<file path="src/rtl/snoop_bus_ctrl_if.sv">
// Shared snooping-bus signal bundle between the cache controllers and the bus controller.
interface snoop_bus_ctrl_if #(
  parameter int unsigned NUM_CACHES = 2
);

  logic [NUM_CACHES-1:0]    req;
  logic [NUM_CACHES-1:0]    grant;
  logic [3*NUM_CACHES-1:0]  op_in;
  logic [5*NUM_CACHES-1:0]  addr_in;
  logic [16*NUM_CACHES-1:0] data_in;
  logic [NUM_CACHES-1:0]    done_in;
  logic [2:0]               bus_op;
  logic [4:0]               bus_addr;
  logic [15:0]              bus_data;
  logic                     bus_done;

  // Bus controller side: arbitrates, broadcasts and responds as memory.
  modport master (
    input  req, op_in, addr_in, data_in, done_in,
    output grant, bus_op, bus_addr, bus_data, bus_done
  );

  // Cache controller side.
  modport slave (
    output req, op_in, addr_in, data_in, done_in,
    input  grant, bus_op, bus_addr, bus_data, bus_done
  );

endinterface

</file>
<file path="src/rtl/snoop_bus_ctrl.sv">
// Snooping-bus controller: round-robin arbiter, transaction broadcaster and
// 32x16 memory responder for the MSI cache controllers.
module snoop_bus_ctrl #(
  parameter int unsigned NUM_CACHES = 2,
  parameter int unsigned MEM_LAT    = 3
) (
  input  logic              clk,
  input  logic              reset,
  snoop_bus_ctrl_if.master  bus
);

  localparam int unsigned OW = (NUM_CACHES > 1) ? $clog2(NUM_CACHES) : 1;
  localparam int unsigned CW = $clog2(MEM_LAT + 1);

  localparam logic [2:0] OP_NONE  = 3'b000;
  localparam logic [2:0] OP_RD    = 3'b001;
  localparam logic [2:0] OP_UPGR  = 3'b010;
  localparam logic [2:0] OP_FLUSH = 3'b011;
  localparam logic [2:0] OP_RDX   = 3'b100;

  typedef enum logic [1:0] {
    S_IDLE   = 2'd0,
    S_WAITOP = 2'd1,
    S_MEM    = 2'd2,
    S_DONE   = 2'd3
  } state_t;

  state_t                r_state;
  logic [NUM_CACHES-1:0] r_grant;
  logic [2:0]            r_bus_op;
  logic [4:0]            r_bus_addr;
  logic [15:0]           r_bus_data;
  logic                  r_bus_done;
  logic [OW-1:0]         r_ptr;
  logic [OW-1:0]         r_owner;
  logic [CW-1:0]         r_cnt;
  logic [15:0]           r_mem [32];

  logic [OW-1:0]         w_pick;
  logic                  w_pick_vld;
  logic [NUM_CACHES-1:0] w_onehot;
  int unsigned           w_dist;
  int unsigned           w_best;

  logic [2:0]            w_own_op;
  logic [4:0]            w_own_addr;
  logic [15:0]           w_own_data;
  logic                  w_own_req;
  logic                  w_own_done;
  logic                  w_snp_vld;
  logic [15:0]           w_snp_data;
  logic                  w_expire;

  // Round-robin pick: smallest rotated distance from ptr+1 among requesters.
  always_comb begin
    w_pick     = '0;
    w_pick_vld = 1'b0;
    w_best     = NUM_CACHES;
    w_dist     = 0;
    for (int unsigned k = 0; k < NUM_CACHES; k++) begin
      w_dist = (k + NUM_CACHES - 32'(r_ptr) - 1) % NUM_CACHES;
      if (bus.req[k] && (w_dist < w_best)) begin
        w_best     = w_dist;
        w_pick     = OW'(k);
        w_pick_vld = 1'b1;
      end
    end
  end

  // One-hot grant vector for the picked requester.
  always_comb begin
    w_onehot = '0;
    for (int unsigned k = 0; k < NUM_CACHES; k++) begin
      w_onehot[k] = (OW'(k) == w_pick);
    end
  end

  // Owner signal mux plus lowest-index non-owner snoop flush.
  always_comb begin
    w_own_op   = OP_NONE;
    w_own_addr = '0;
    w_own_data = '0;
    w_own_req  = 1'b0;
    w_own_done = 1'b0;
    w_snp_vld  = 1'b0;
    w_snp_data = '0;
    for (int unsigned k = 0; k < NUM_CACHES; k++) begin
      if (OW'(k) == r_owner) begin
        w_own_op   = bus.op_in[3*k +: 3];
        w_own_addr = bus.addr_in[5*k +: 5];
        w_own_data = bus.data_in[16*k +: 16];
        w_own_req  = bus.req[k];
        w_own_done = bus.done_in[k];
      end else if (bus.done_in[k] && !w_snp_vld) begin
        w_snp_vld  = 1'b1;
        w_snp_data = bus.data_in[16*k +: 16];
      end
    end
  end

  assign w_expire = (r_cnt == CW'(1));

  // Bus FSM with registered outputs and backing store.
  always_ff @(posedge clk) begin
    if (reset) begin
      r_state    <= S_IDLE;
      r_grant    <= '0;
      r_bus_op   <= OP_NONE;
      r_bus_addr <= '0;
      r_bus_data <= '0;
      r_bus_done <= 1'b0;
      r_ptr      <= OW'(NUM_CACHES - 1);
      r_owner    <= '0;
      r_cnt      <= '0;
      r_mem      <= '{default: '0};
    end else begin
      // bus_done and bus_data are single-cycle unless set below.
      r_bus_done <= 1'b0;
      r_bus_data <= '0;
      case (r_state)
        S_IDLE: begin
          if (w_pick_vld) begin
            r_owner <= w_pick;
            r_grant <= w_onehot;
            r_state <= S_WAITOP;
          end
        end
        S_WAITOP: begin
          if (w_own_op != OP_NONE) begin
            r_bus_op   <= w_own_op;
            r_bus_addr <= w_own_addr;
            r_cnt      <= CW'(MEM_LAT);
            r_state    <= S_MEM;
          end else if (!w_own_req) begin
            r_grant <= '0;
            r_ptr   <= r_owner;
            r_state <= S_IDLE;
          end
        end
        S_MEM: begin
          r_cnt <= r_cnt - CW'(1);
          case (r_bus_op)
            OP_RD, OP_RDX: begin
              // A snooper holding the line Modified supplies data and updates memory.
              if (w_snp_vld) begin
                r_bus_data             <= w_snp_data;
                r_mem[r_bus_addr]      <= w_snp_data;
                r_bus_done             <= 1'b1;
                r_state                <= S_DONE;
              end else if (w_expire) begin
                r_bus_data <= r_mem[r_bus_addr];
                r_bus_done <= 1'b1;
                r_state    <= S_DONE;
              end
            end
            OP_FLUSH: begin
              if (w_own_done) begin
                r_mem[r_bus_addr] <= w_own_data;
              end
              if (w_expire) begin
                r_bus_done <= 1'b1;
                r_state    <= S_DONE;
              end
            end
            default: begin
              // Upgrade (and any unused encoding) completes without data.
              r_bus_done <= 1'b1;
              r_state    <= S_DONE;
            end
          endcase
        end
        S_DONE: begin
          r_grant    <= '0;
          r_bus_op   <= OP_NONE;
          r_bus_addr <= '0;
          r_ptr      <= r_owner;
          r_state    <= S_IDLE;
        end
        default: begin
          r_state <= S_IDLE;
        end
      endcase
    end
  end

  assign bus.grant    = r_grant;
  assign bus.bus_op   = r_bus_op;
  assign bus.bus_addr = r_bus_addr;
  assign bus.bus_data = r_bus_data;
  assign bus.bus_done = r_bus_done;

endmodule

</file>
<file path="src/flat_wrapper.sv">
// flat-port wrapper written by rule: the top's interface ports become plain ports
module snoop_bus_ctrl_flat 
#(
  parameter int unsigned NUM_CACHES = 2,
  parameter int unsigned MEM_LAT    = 3
)
  (clk, reset, bus_req, bus_op_in, bus_addr_in, bus_data_in, bus_done_in, bus_grant, bus_bus_op, bus_bus_addr, bus_bus_data, bus_bus_done);
  snoop_bus_ctrl_if #(.NUM_CACHES(NUM_CACHES)) bus_i ();
  input  logic clk;
  input  logic reset;
  input wire logic [$bits(bus_i.req)-1:0] bus_req;
  input wire logic [$bits(bus_i.op_in)-1:0] bus_op_in;
  input wire logic [$bits(bus_i.addr_in)-1:0] bus_addr_in;
  input wire logic [$bits(bus_i.data_in)-1:0] bus_data_in;
  input wire logic [$bits(bus_i.done_in)-1:0] bus_done_in;
  output wire logic [$bits(bus_i.grant)-1:0] bus_grant;
  output wire logic [$bits(bus_i.bus_op)-1:0] bus_bus_op;
  output wire logic [$bits(bus_i.bus_addr)-1:0] bus_bus_addr;
  output wire logic [$bits(bus_i.bus_data)-1:0] bus_bus_data;
  output wire logic [$bits(bus_i.bus_done)-1:0] bus_bus_done;
  assign bus_i.req = bus_req;
  assign bus_i.op_in = bus_op_in;
  assign bus_i.addr_in = bus_addr_in;
  assign bus_i.data_in = bus_data_in;
  assign bus_i.done_in = bus_done_in;
  assign bus_grant = bus_i.grant;
  assign bus_bus_op = bus_i.bus_op;
  assign bus_bus_addr = bus_i.bus_addr;
  assign bus_bus_data = bus_i.bus_data;
  assign bus_bus_done = bus_i.bus_done;
  snoop_bus_ctrl #(.NUM_CACHES(NUM_CACHES), .MEM_LAT(MEM_LAT)) u_core (.clk(clk), .reset(reset), .bus(bus_i));
endmodule
</file>
<file path="config.mk">
export PLATFORM = sky130hd
export DESIGN_NAME = snoop_bus_ctrl_flat
export DESIGN_NICKNAME = d
export VERILOG_FILES = /design/src/rtl/snoop_bus_ctrl_if.sv /design/src/rtl/snoop_bus_ctrl.sv /design/src/flat_wrapper.sv
export SDC_FILE = /design/constraint.sdc
export NUM_CORES = 1
export LEC_CHECK = 0
export ABC_AREA = 1
export CAP_MARGIN = 20
export CELL_PAD_IN_SITES_DETAIL_PLACEMENT = 1
export CELL_PAD_IN_SITES_GLOBAL_PLACEMENT = 2
export CORE_MARGIN = 3
export CORE_UTILIZATION = 34
export DETAILED_ROUTE_END_ITERATION = 7
export GPL_TIMING_DRIVEN = 0
export HOLD_SLACK_MARGIN = 0.06
export PLACE_DENSITY_LB_ADDON = 0.1
export SETUP_SLACK_MARGIN = 0.05
export SLEW_MARGIN = 0
export SYNTH_ARGS = -nofsm -noshare
export SYNTH_HDL_FRONTEND = slang
export SYNTH_SLANG_ARGS = --single-unit
</file>
<file path="constraint.sdc">
create_clock -name clk -period 2 [get_ports clk]
set_input_delay 0.5 -clock clk [delete_from_list [all_inputs] [get_ports clk]]
set_output_delay 0.5 -clock clk [all_outputs]
set_load 0.01 [all_outputs]
</file>
Run 1, M3 wires:
The bar under the picture is 100 um long.
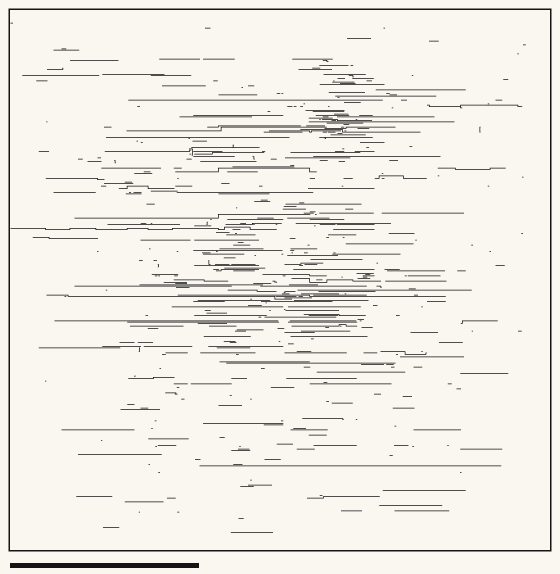
The wires run mostly horizontal. The layer holds 5.3% of the routed length. The longest straight run is 160 um. 251 nets have wire on it. The layer carries 7,440 um of wire.
Routed Wire Length: 140 mm
via count: 29,100
GR Util met3: 3.91%

Run 1, logic cells by family:
The bar under the picture is 100 um long.
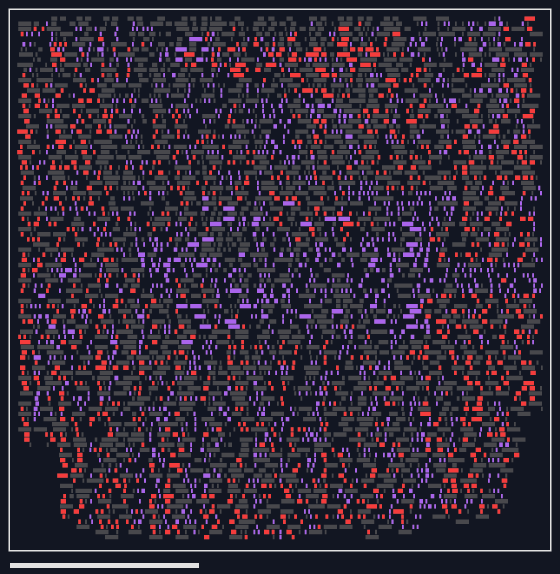
Key: purple = nand cells [cells 1,505, where all over the die]; red = aoi and oai cells [cells 1,055, where all over the die]
non-filler cells, final: 5,658
Commonest Layout Cell: nand2_1
Comb/total area: 38.6%

Run 1, cell density map:
29 x 29 tiles, from black (low) to pale yellow (high), 0 to 100% covered.
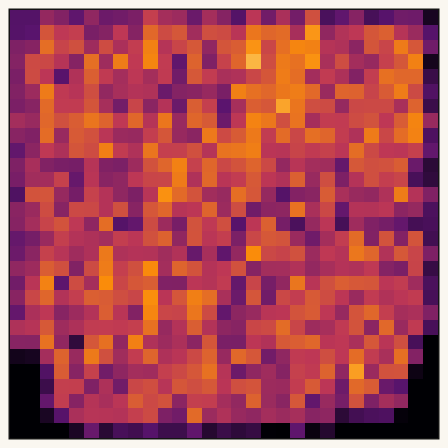
The mean over all tiles is 46%. The fullest tile reaches 84%. 3.7% of the tiles are nearly empty. 1.1% of the tiles are over 75% full.
pre-placement core utilization: 34.4%
Core ar.: 77,600 sq um

==> changes_impl.md, run 1 <==
### Physical design

* Yosys warns at 0
* CTS Root Buffer Type: clkbuf_16
* R2R setup slack at -0.19 ns
* Switching Power at 9.08 mW
* CTS tree: yes
* Placed inst area at around 29,000 sq um
* Num ports at 81
* Clock buf count at 109
* Top cells by area, synth: dfxtp_1 41%, nand2_1 21%, o21ai_0 9.5%
* Sequential Area at 10,900 sq um
* Fmax at about 460 MHz
* Lkg Pwr at ~16 nW
* Fin util at 49.9%
* CP Capture Type: flip-flop
* Setup CP Type: reg -> reg
* Die area at 81,800 sq um
* DRT Pass-1 Iters at 5
* Worst r2r src: u_core.bus.bus_addr[0]
* Clk pwr at 12.9 mW
* Tap cells at between 1,000 and 1,500
* Gp weighted congestion at 0.975
* # setup viols final at between 60 and 70
* Detail Placement HPWL at 96.7 mm
* # Cells Yosys at roughly 4,200
* Worst-margin pin slew at 0.748 ns
* Layout clock area frac at 5.97%
* Vias in the first global route at between 20,000 and 30,000
* Top cell by count, worst path: nand2_1
* Top sig layer: met4
* Syn Area/Cell at 6.32 sq um
* Dominant Register Cell: dfxtp_1
* Post-synth ARST share at 0%
* Inserted Clock Buffers at approximately 68
* Die X at ~290 um
* Seq_cells at approximately 550
* Status: finished with violations
* Non-clk invs at roughly 590
* Initial DRC Count at 1,987
* Die Y at 286 um
* Fin crit share at 109%
* Crit path time final at 2.19 ns
* OpenROAD warnings at 28
* Largest logic family: simple AND/OR/NAND/NOR gates
* Share of cells above drive strength 1 at 28.8%
* Post-Syn Area at 26,700 sq um
* Non-clock buffers at roughly 600
* Post-DRT Antenna Nets at 0
* Combinational share of power at 19.7%
* Met2 WL at approximately 65 mm
* Global-route wire length before repair at 192 mm
* Global Route Usage Sum at about a third
* Initial antenna violation count at 4
* Vias per cell at about 5
* Setup WS post-layout at -0.186 ns
* Worst r2r path cells at 15
* Wire per inst at between 20 and 25 um
* Crit-path cells: buf_8 -> clkinvlp_4 -> buf_6 -> buf_12 -> buf_6 -> nand2_1 -> nand2_2 -> nand2_1 -> nand2_1 -> nand2_1 -> nand2_2 -> nor2_2 -> nand2_2 -> nand2_1 -> a21oi_1
* RSZ-0062 raised after global routing: yes
* Hold_buf cts at 0
* VDD IR max at 0.616 mV
* Grt total ovfl at 0
* Hold depth at 2
* CTS H-tree depth at 3
* Post-place setup slack at -1.85 ns
* Logic area at between 10,000 and 15,000 sq um
* Post-synth EDFFs at 0
* Syn Nets at 4,275
* Arrival time at the worst endpoint at 2.71 ns
* Max reg flops at 512
* Max-Cap Viols at 0
* HP Start: reset
* Max power group: clock
* #FFs+latches synth at ~550
* Worst-path clk slew at 0.06 ns
* Clk pwr share at 43.4%
* Clock sink total at 545
* Complex Gates by Area at 19.9%
* Number of I/O port buffers at 80
* Violated checks: setup timing
* Combinational power at 5.89 mW
* Largest Register: u_core.r_mem
* Largest area contributor in the netlist: dfxtp_1
* Mi-comb count at 2,768
* Post-Syn Instances at 4,220
* Fillers at 9,738
* Pint at 20.8 mW
* Critical Path Source: u_core.bus.bus_addr[0]
* Top cell area share at 40.9%
* Hold Path End: u_core.bus.bus_op[2]
* Worst skew pair latency at 0.63 ns
* Top delay family on crit path: simple AND/OR/NAND/NOR gates
* CP endpoint: u_core.bus.bus_data[9]
* Xor and xnor area share after synthesis at 0%
* Met2 Use GR at between 50% and 60%
* WP depth at 15
* Slowest stage delay, CP at ~0.33 ns
* Chip Area, Yosys at 26,700 sq um
* DRT met1 WL at 60.9 mm
* Worst r2r dst: u_core.bus.bus_data[9]
* Most frequent cell after synthesis: nand2_1
* Clock tree buffer depth at 3
* Crit-path max FO at 10
* Clock skew at 0.0125 ns
* Crit path DRT at between 2 and 3 ns
* Worst hold slack at roughly 0.27 ns
* Met3 wire length at 7.44 mm
* Setup Total Neg Slack at -2.98 ns
* Fin. Hold Viols at 0
* Yosys cell types at 32
==> run 1 -> run 2 <==
--- a/config.mk
+++ b/config.mk
@@ -12,3 +12,3 @@
 export CORE_MARGIN = 3
-export CORE_UTILIZATION = 34
+export CORE_UTILIZATION = 30
 export DETAILED_ROUTE_END_ITERATION = 7
==> constraint.sdc (replaced) <==
create_clock -name clk -period 2 [get_ports clk]
set_input_delay 0.2 -clock clk [delete_from_list [all_inputs] [get_ports clk]]
set_output_delay 0.2 -clock clk [all_outputs]
set_load 0.1 [all_outputs]
Run 2, wires at chosen ports, followed through buffers:
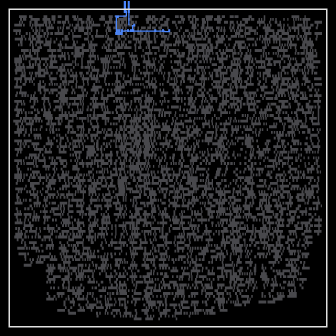
Key: blue = `bus_done_in` [bits 2, direction input, edge north, end cells 9, wire 106 um]

==> changes_impl.md, run 2 <==
### Physical design

* CTS tree: yes (unchanged)
* Core ar. at 87,400 sq um (was 77,600 sq um)
* Slowest stage delay, CP at 0.34 ns (was 0.33 ns)
* Slew headroom at 33.0% (was 50.2%)
* Placed cell count at 5,472 (was 5,356)
* Clock buf count at 109 (unchanged)
* Post-Synth Simple-Gate Area at 25.2% (unchanged)
* Complex Gates by Area at 19.9% (unchanged)
* DRC viols at 0 (unchanged)
* Switching Power at 9.13 mW (was 9.08 mW)
* Chip Area, Yosys at 26,700 sq um (unchanged)
* Setup WS post-layout at -0.118 ns (was -0.186 ns)
* Post-CTS setup buffers at 46 (unchanged)
* Switching share of power at 30.8% (was 30.4%)
* Combinational power at 5.88 mW (was 5.89 mW)
* Dominant Register Cell: dfxtp_1 (unchanged)
* Yosys warns at 0 (unchanged)
* Status: finished with violations (unchanged)
* Worst r2r path cells at 13 (was 15)
* Fin. Hold Viols at 0 (unchanged)
* Logic area at 13,800 sq um (was 14,900 sq um)
* # setup viols final at 146 (was 64)
* Worst hold path type: in -> reg (unchanged)
* Fmax at 472 MHz (was 457 MHz)
* HP Start: bus_addr_in[5] (was reset)
* VDD IR max at 0.765 mV (was 0.616 mV)
* Violated checks: setup timing (unchanged)
* Register share of total power at 37.1% (was 36.9%)
* Met2 Use GR at 47.4% (was 52.9%)
* DRT Pass-1 Iters at 5 (unchanged)
* Clock tree buffer depth at 3 (unchanged)
* Worst hold slack at 0.250 ns (was 0.273 ns)
* Die Y at 304 um (was 286 um)
* Fin util at 42.6% (was 49.9%)
* Met2 WL at 64.7 mm (was 64.6 mm)
* Worst skew pair latency at 0.63 ns (about the same)
* Top cell area share at 40.9% (unchanged)
* Pint at 20.6 mW (was 20.8 mW)
* Seq_cells at 545 (unchanged)
* Layout clock area frac at 6.08% (was 5.97%)
* Fin crit share at 106% (was 109%)
* Final instance area at 37,300 sq um (was 38,700 sq um)
* Syn Nets at 4,275 (unchanged)
* Clk pwr at 12.8 mW (was 12.9 mW)
* Seq pwr at 11.0 mW (about the same)
* Worst r2r src: u_core.bus.bus_addr[1] (was u_core.bus.bus_addr[0])
* Met3 wire length at 7.99 mm (was 7.44 mm)
* Fillers at 10,900 (was 9,738)
* Commonest Layout Cell: nand2_1 (unchanged)
* Post-synth ARST share at 0% (unchanged)
* CTS H-tree depth at 3 (unchanged)
* Hold Path End: u_core.bus.bus_addr[0] (was u_core.bus.bus_op[2])
* R2R setup slack at -0.12 ns (was -0.19 ns)
* Die area at 92,500 sq um (was 81,800 sq um)
* Top cell by count, worst path: nand2_2 (was nand2_1)
* Yosys cell types at 32 (unchanged)
* Share of cells above drive strength 1 at 21.8% (was 28.8%)
* Non-filler cells, final at 5,726 (was 5,658)
* # Cells Yosys at 4,220 (unchanged)
* Flop share of the area at 29.4% (was 28.2%)
* Die X at 304 um (was 286 um)
* Sequential Area at 10,900 sq um (about the same)
* Pwr/cell area at 797 nW/um^2 (was 772 nW/um^2)
* Number of I/O port buffers at 80 (unchanged)
* Post-place setup slack at -1.69 ns (was -1.85 ns)
* #FFs+latches synth at 545 (unchanged)
* # resized after CTS at 1,051 (was 893)
* Tap cells at 1,155 (was 1,040)
* Lkg Pwr at 15.7 nW (was 16.3 nW)
* Gp weighted congestion at 0.976 (was 0.975)
* Max reg flops at 512 (unchanged)
* Clk pwr share at 43.1% (was 43.4%)
* Top cells by area, synth: dfxtp_1 41%, nand2_1 21%, o21ai_0 9.5% (unchanged)
* Post-Syn Area at 26,700 sq um (unchanged)
* Combinational share of power at 19.8% (was 19.7%)
* Vias in the first global route at 28,500 (was 27,600)
* Num ports at 81 (unchanged)
* Worst-margin pin slew at 1.01 ns (was 0.748 ns)
* Detail Placement HPWL at 101 mm (was 96.7 mm)
* Critical Path Source: u_core.bus.bus_addr[1] (was u_core.bus.bus_addr[0])
* Multiplexer share at 0% (unchanged)
* WP depth at 13 (was 15)
* Most numerous logic cells after layout: 1,254 x nand2_1, 581 x inv_1, 535 x dfxtp_1 (was 1,223 x nand2_1, 578 x inv_1, 538 x dfxtp_1)
* Post-Syn Instances at 4,220 (unchanged)
* CP max-delay cell: dfxtp_4 (was dfxtp_2)
* Max-Cap Viols at 0 (unchanged)
* Worst-path clk slew at 0.05 ns (was 0.06 ns)
* Initial DRC Count at 1,814 (was 1,987)
* Worst r2r dst: u_core.bus.bus_data[8] (was u_core.bus.bus_data[9])
* Global-route wire length before repair at 200 mm (was 192 mm)
* Non-clock buffers, area share at 17.6% (was 18.0%)
* DRT met1 WL at 62.4 mm (was 60.9 mm)
* Non-clock buffers at 544 (was 592)
* Routed Wire Length at 141 mm (was 140 mm)
* Max power group: clock (unchanged)
* Global Route Usage Sum at 29.4% (was 32.1%)
* Setup Total Neg Slack at -3.93 ns (was -2.98 ns)
* Placed inst area at 29,200 sq um (was 29,000 sq um)
* Initial antenna violation count at 10 (was 4)
* Hold_buf cts at 0 (unchanged)
* Comb/total area at 37.1% (was 38.6%)
* CP endpoint: u_core.bus.bus_data[8] (was u_core.bus.bus_data[9])
* Crit path DRT at 2.50 ns (was 2.53 ns)
* Setup CP Type: reg -> reg (unchanged)
* Via count at 28,500 (was 29,100)
* Post-DRT Antenna Nets at 0 (unchanged)
* Vias per cell at 4.97 (was 5.14)
* Pre-placement core utilization at 30.5% (was 34.4%)
* Clock sink total at 545 (unchanged)
* Largest logic family: simple AND/OR/NAND/NOR gates (unchanged)
* Crit path time final at 2.12 ns (was 2.19 ns)
* RSZ-0062 raised after global routing: yes (unchanged)
* Arrival time at the worst endpoint at 2.62 ns (was 2.71 ns)
* GRT Max-Usage Layer: met2 (unchanged)
* Crit-path cells: clkbuf_8 -> inv_2 -> clkbuf_8 -> buf_16 -> clkbuf_16 -> nand2_2 -> nand2_2 -> nand2_2 -> nand2_1 -> nor2_2 -> nand2_2 -> nand2_2 -> a21oi_1 (was buf_8 -> clkinvlp_4 -> buf_6 -> buf_12 -> buf_6 -> nand2_1 -> nand2_2 -> nand2_1 -> nand2_1 -> nand2_1 -> nand2_2 -> nor2_2 -> nand2_2 -> nand2_1 -> a21oi_1)
* Syn Area/Cell at 6.32 sq um (unchanged)
* Wire per inst at 24.7 um (was 24.8 um)
* Top delay family on crit path: buffers and inverters (was simple AND/OR/NAND/NOR gates)
* Hold depth at 5 (was 2)
* Mi-comb count at 2,768 (unchanged)
* Grt total ovfl at 0 (unchanged)
* GR Util met3 at 4.88% (was 3.91%)
* CP Capture Type: flip-flop (unchanged)
* Largest area contributor in the netlist: dfxtp_1 (unchanged)
* CTS Root Buffer Type: clkbuf_16 (unchanged)
* Xor and xnor area share after synthesis at 0% (unchanged)
* Largest Register: u_core.r_mem (unchanged)
* Post-synth EDFFs at 0 (unchanged)
* OpenROAD warnings at 29 (was 28)
* Most frequent cell after synthesis: nand2_1 (unchanged)
* Non-clk invs at 589 (unchanged)
* Top sig layer: met5 (was met4)
* Inserted Clock Buffers at 70 (was 68)
* Clock skew at 0.0249 ns (was 0.0125 ns)
* Crit-path max FO at 10 (unchanged)
Run 2, logic cells by family:
The bar under the picture is 100 um long.
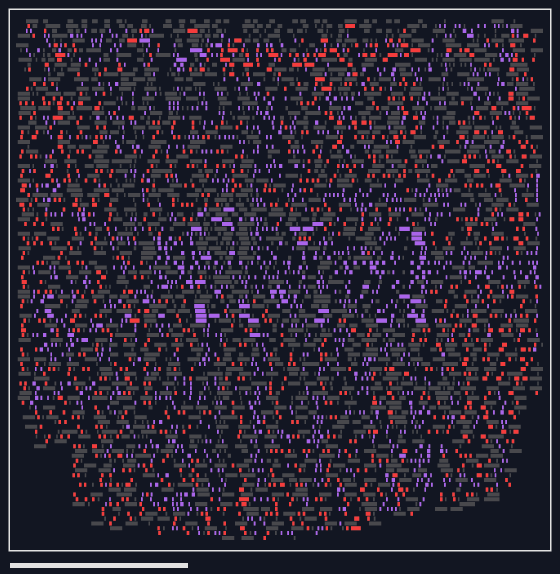
Key: red = aoi and oai cells [cells 1,055, where all over the die]; purple = nand cells [cells 1,505, where all over the die]

==> run 2 -> run 3 <==
CTS_CLUSTER_SIZE = 24   (was default)
MAX_ROUTING_LAYER = met4   (was default)
Run 3, wires at chosen ports, followed through buffers:
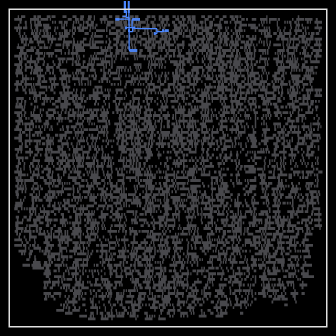
Key: blue = `bus_done_in` [bits 2, direction input, edge north, end cells 9, wire 137 um]
num ports: 81
number of I/O port buffers: 80

==> changes_impl.md, run 3 <==
### Physical design

* Inserted Clock Buffers at 70 (unchanged)
* Pre-placement core utilization at 30.5% (unchanged)
* Critical Path Source: u_core.r_owner (was u_core.bus.bus_addr[1])
* Seq_cells at 545 (unchanged)
* VDD IR max at 0.555 mV (was 0.765 mV)
* Largest logic family: simple AND/OR/NAND/NOR gates (unchanged)
* Syn Area/Cell at 6.32 sq um (unchanged)
* Global-route wire length before repair at 202 mm (was 200 mm)
* Non-clock buffers at 615 (was 544)
* Clock sink total at 545 (unchanged)
* Via count at 29,300 (was 28,500)
* Global Route Usage Sum at 30.6% (was 29.4%)
* GR Util met3 at 3.58% (was 4.88%)
* Non-clk invs at 589 (unchanged)
* Yosys warns at 0 (unchanged)
* # Cells Yosys at 4,220 (unchanged)
* Vias per cell at 5.06 (was 4.97)
* # resized after CTS at 1,209 (was 1,051)
* Placed inst area at 29,200 sq um (about the same)
* Post-Syn Area at 26,700 sq um (unchanged)
* Placed cell count at 5,470 (was 5,472)
* Detail Placement HPWL at 101 mm (about the same)
* CP max-delay cell: dfxtp_4 (unchanged)
* Max power group: clock (unchanged)
* Violated checks: setup timing (unchanged)
* Slew headroom at 33.5% (was 33.0%)
* Routed Wire Length at 147 mm (was 141 mm)
* Switching share of power at 31.7% (was 30.8%)
* Hold depth at 5 (unchanged)
* Fin crit share at 108% (was 106%)
* Sequential Area at 10,900 sq um (unchanged)
* Xor and xnor area share after synthesis at 0% (unchanged)
* WP depth at 14 (was 13)
* Initial antenna violation count at 3 (was 10)
* Worst hold slack at 0.239 ns (was 0.250 ns)
* CTS tree: yes (unchanged)
* Setup Total Neg Slack at -23.68 ns (was -3.93 ns)
* Clock tree buffer depth at 3 (unchanged)
* Top cell area share at 40.9% (unchanged)
* DRT Pass-1 Iters at 5 (unchanged)
* OpenROAD warnings at 29 (unchanged)
* Clk pwr at 12.5 mW (was 12.8 mW)
* Switching Power at 9.59 mW (was 9.13 mW)
* Share of cells above drive strength 1 at 32.3% (was 21.8%)
* Slowest stage delay, CP at 0.35 ns (was 0.34 ns)
* Top sig layer: met4 (was met5)
* Die area at 92,500 sq um (unchanged)
* Most numerous logic cells after layout: 1,214 x nand2_1, 578 x inv_1, 535 x dfxtp_1 (was 1,254 x nand2_1, 581 x inv_1, 535 x dfxtp_1)
* Post-synth EDFFs at 0 (unchanged)
* # setup viols final at 419 (was 146)
* Logic area at 15,700 sq um (was 13,800 sq um)
* CP endpoint: u_core.r_mem[301] (was u_core.bus.bus_data[8])
* Clock buf count at 100 (was 109)
* Die Y at 304 um (unchanged)
* Worst r2r path cells at 14 (was 13)
* Register share of total power at 36.4% (was 37.1%)
* CP Capture Type: flip-flop (unchanged)
* Crit-path cells: buf_12 -> inv_12 -> nor2_4 -> nor2_4 -> nor2_4 -> a21oi_4 -> buf_12 -> buf_12 -> buf_16 -> buf_6 -> nand3_4 -> bufbuf_16 -> nor2_1 -> nor2_1 (was clkbuf_8 -> inv_2 -> clkbuf_8 -> buf_16 -> clkbuf_16 -> nand2_2 -> nand2_2 -> nand2_2 -> nand2_1 -> nor2_2 -> nand2_2 -> nand2_2 -> a21oi_1)
* Setup WS post-layout at -0.150 ns (was -0.118 ns)
* Crit path DRT at 2.52 ns (was 2.50 ns)
* Complex Gates by Area at 19.9% (unchanged)
* Grt total ovfl at 0 (unchanged)
* Final instance area at 40,300 sq um (was 37,300 sq um)
* Clk pwr share at 41.3% (was 43.1%)
* Post-place setup slack at -1.71 ns (was -1.69 ns)
* Post-synth ARST share at 0% (unchanged)
* Gp weighted congestion at 0.968 (was 0.976)
* Multiplexer share at 0% (unchanged)
* Status: finished with violations (unchanged)
* Max-Cap Viols at 0 (unchanged)
* Worst-path clk slew at 0.05 ns (about the same)
* DRT met1 WL at 64.9 mm (was 62.4 mm)
* Worst hold path type: in -> reg (unchanged)
* Initial DRC Count at 2,025 (was 1,814)
* Worst r2r dst: u_core.r_mem[301] (was u_core.bus.bus_data[8])
* Setup CP Type: reg -> reg (unchanged)
* Post-Synth Simple-Gate Area at 25.2% (unchanged)
Run 3, cell outlines without signal wires:
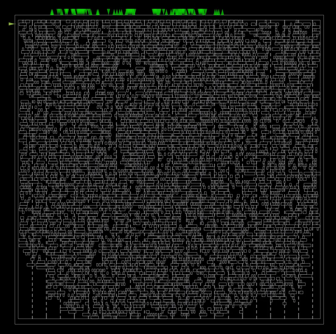
tap cells: 1,155
flop share of the area: 27.2%
Fillers: 10,600

No activity file was given, so power comes from the tool's default toggle rates.
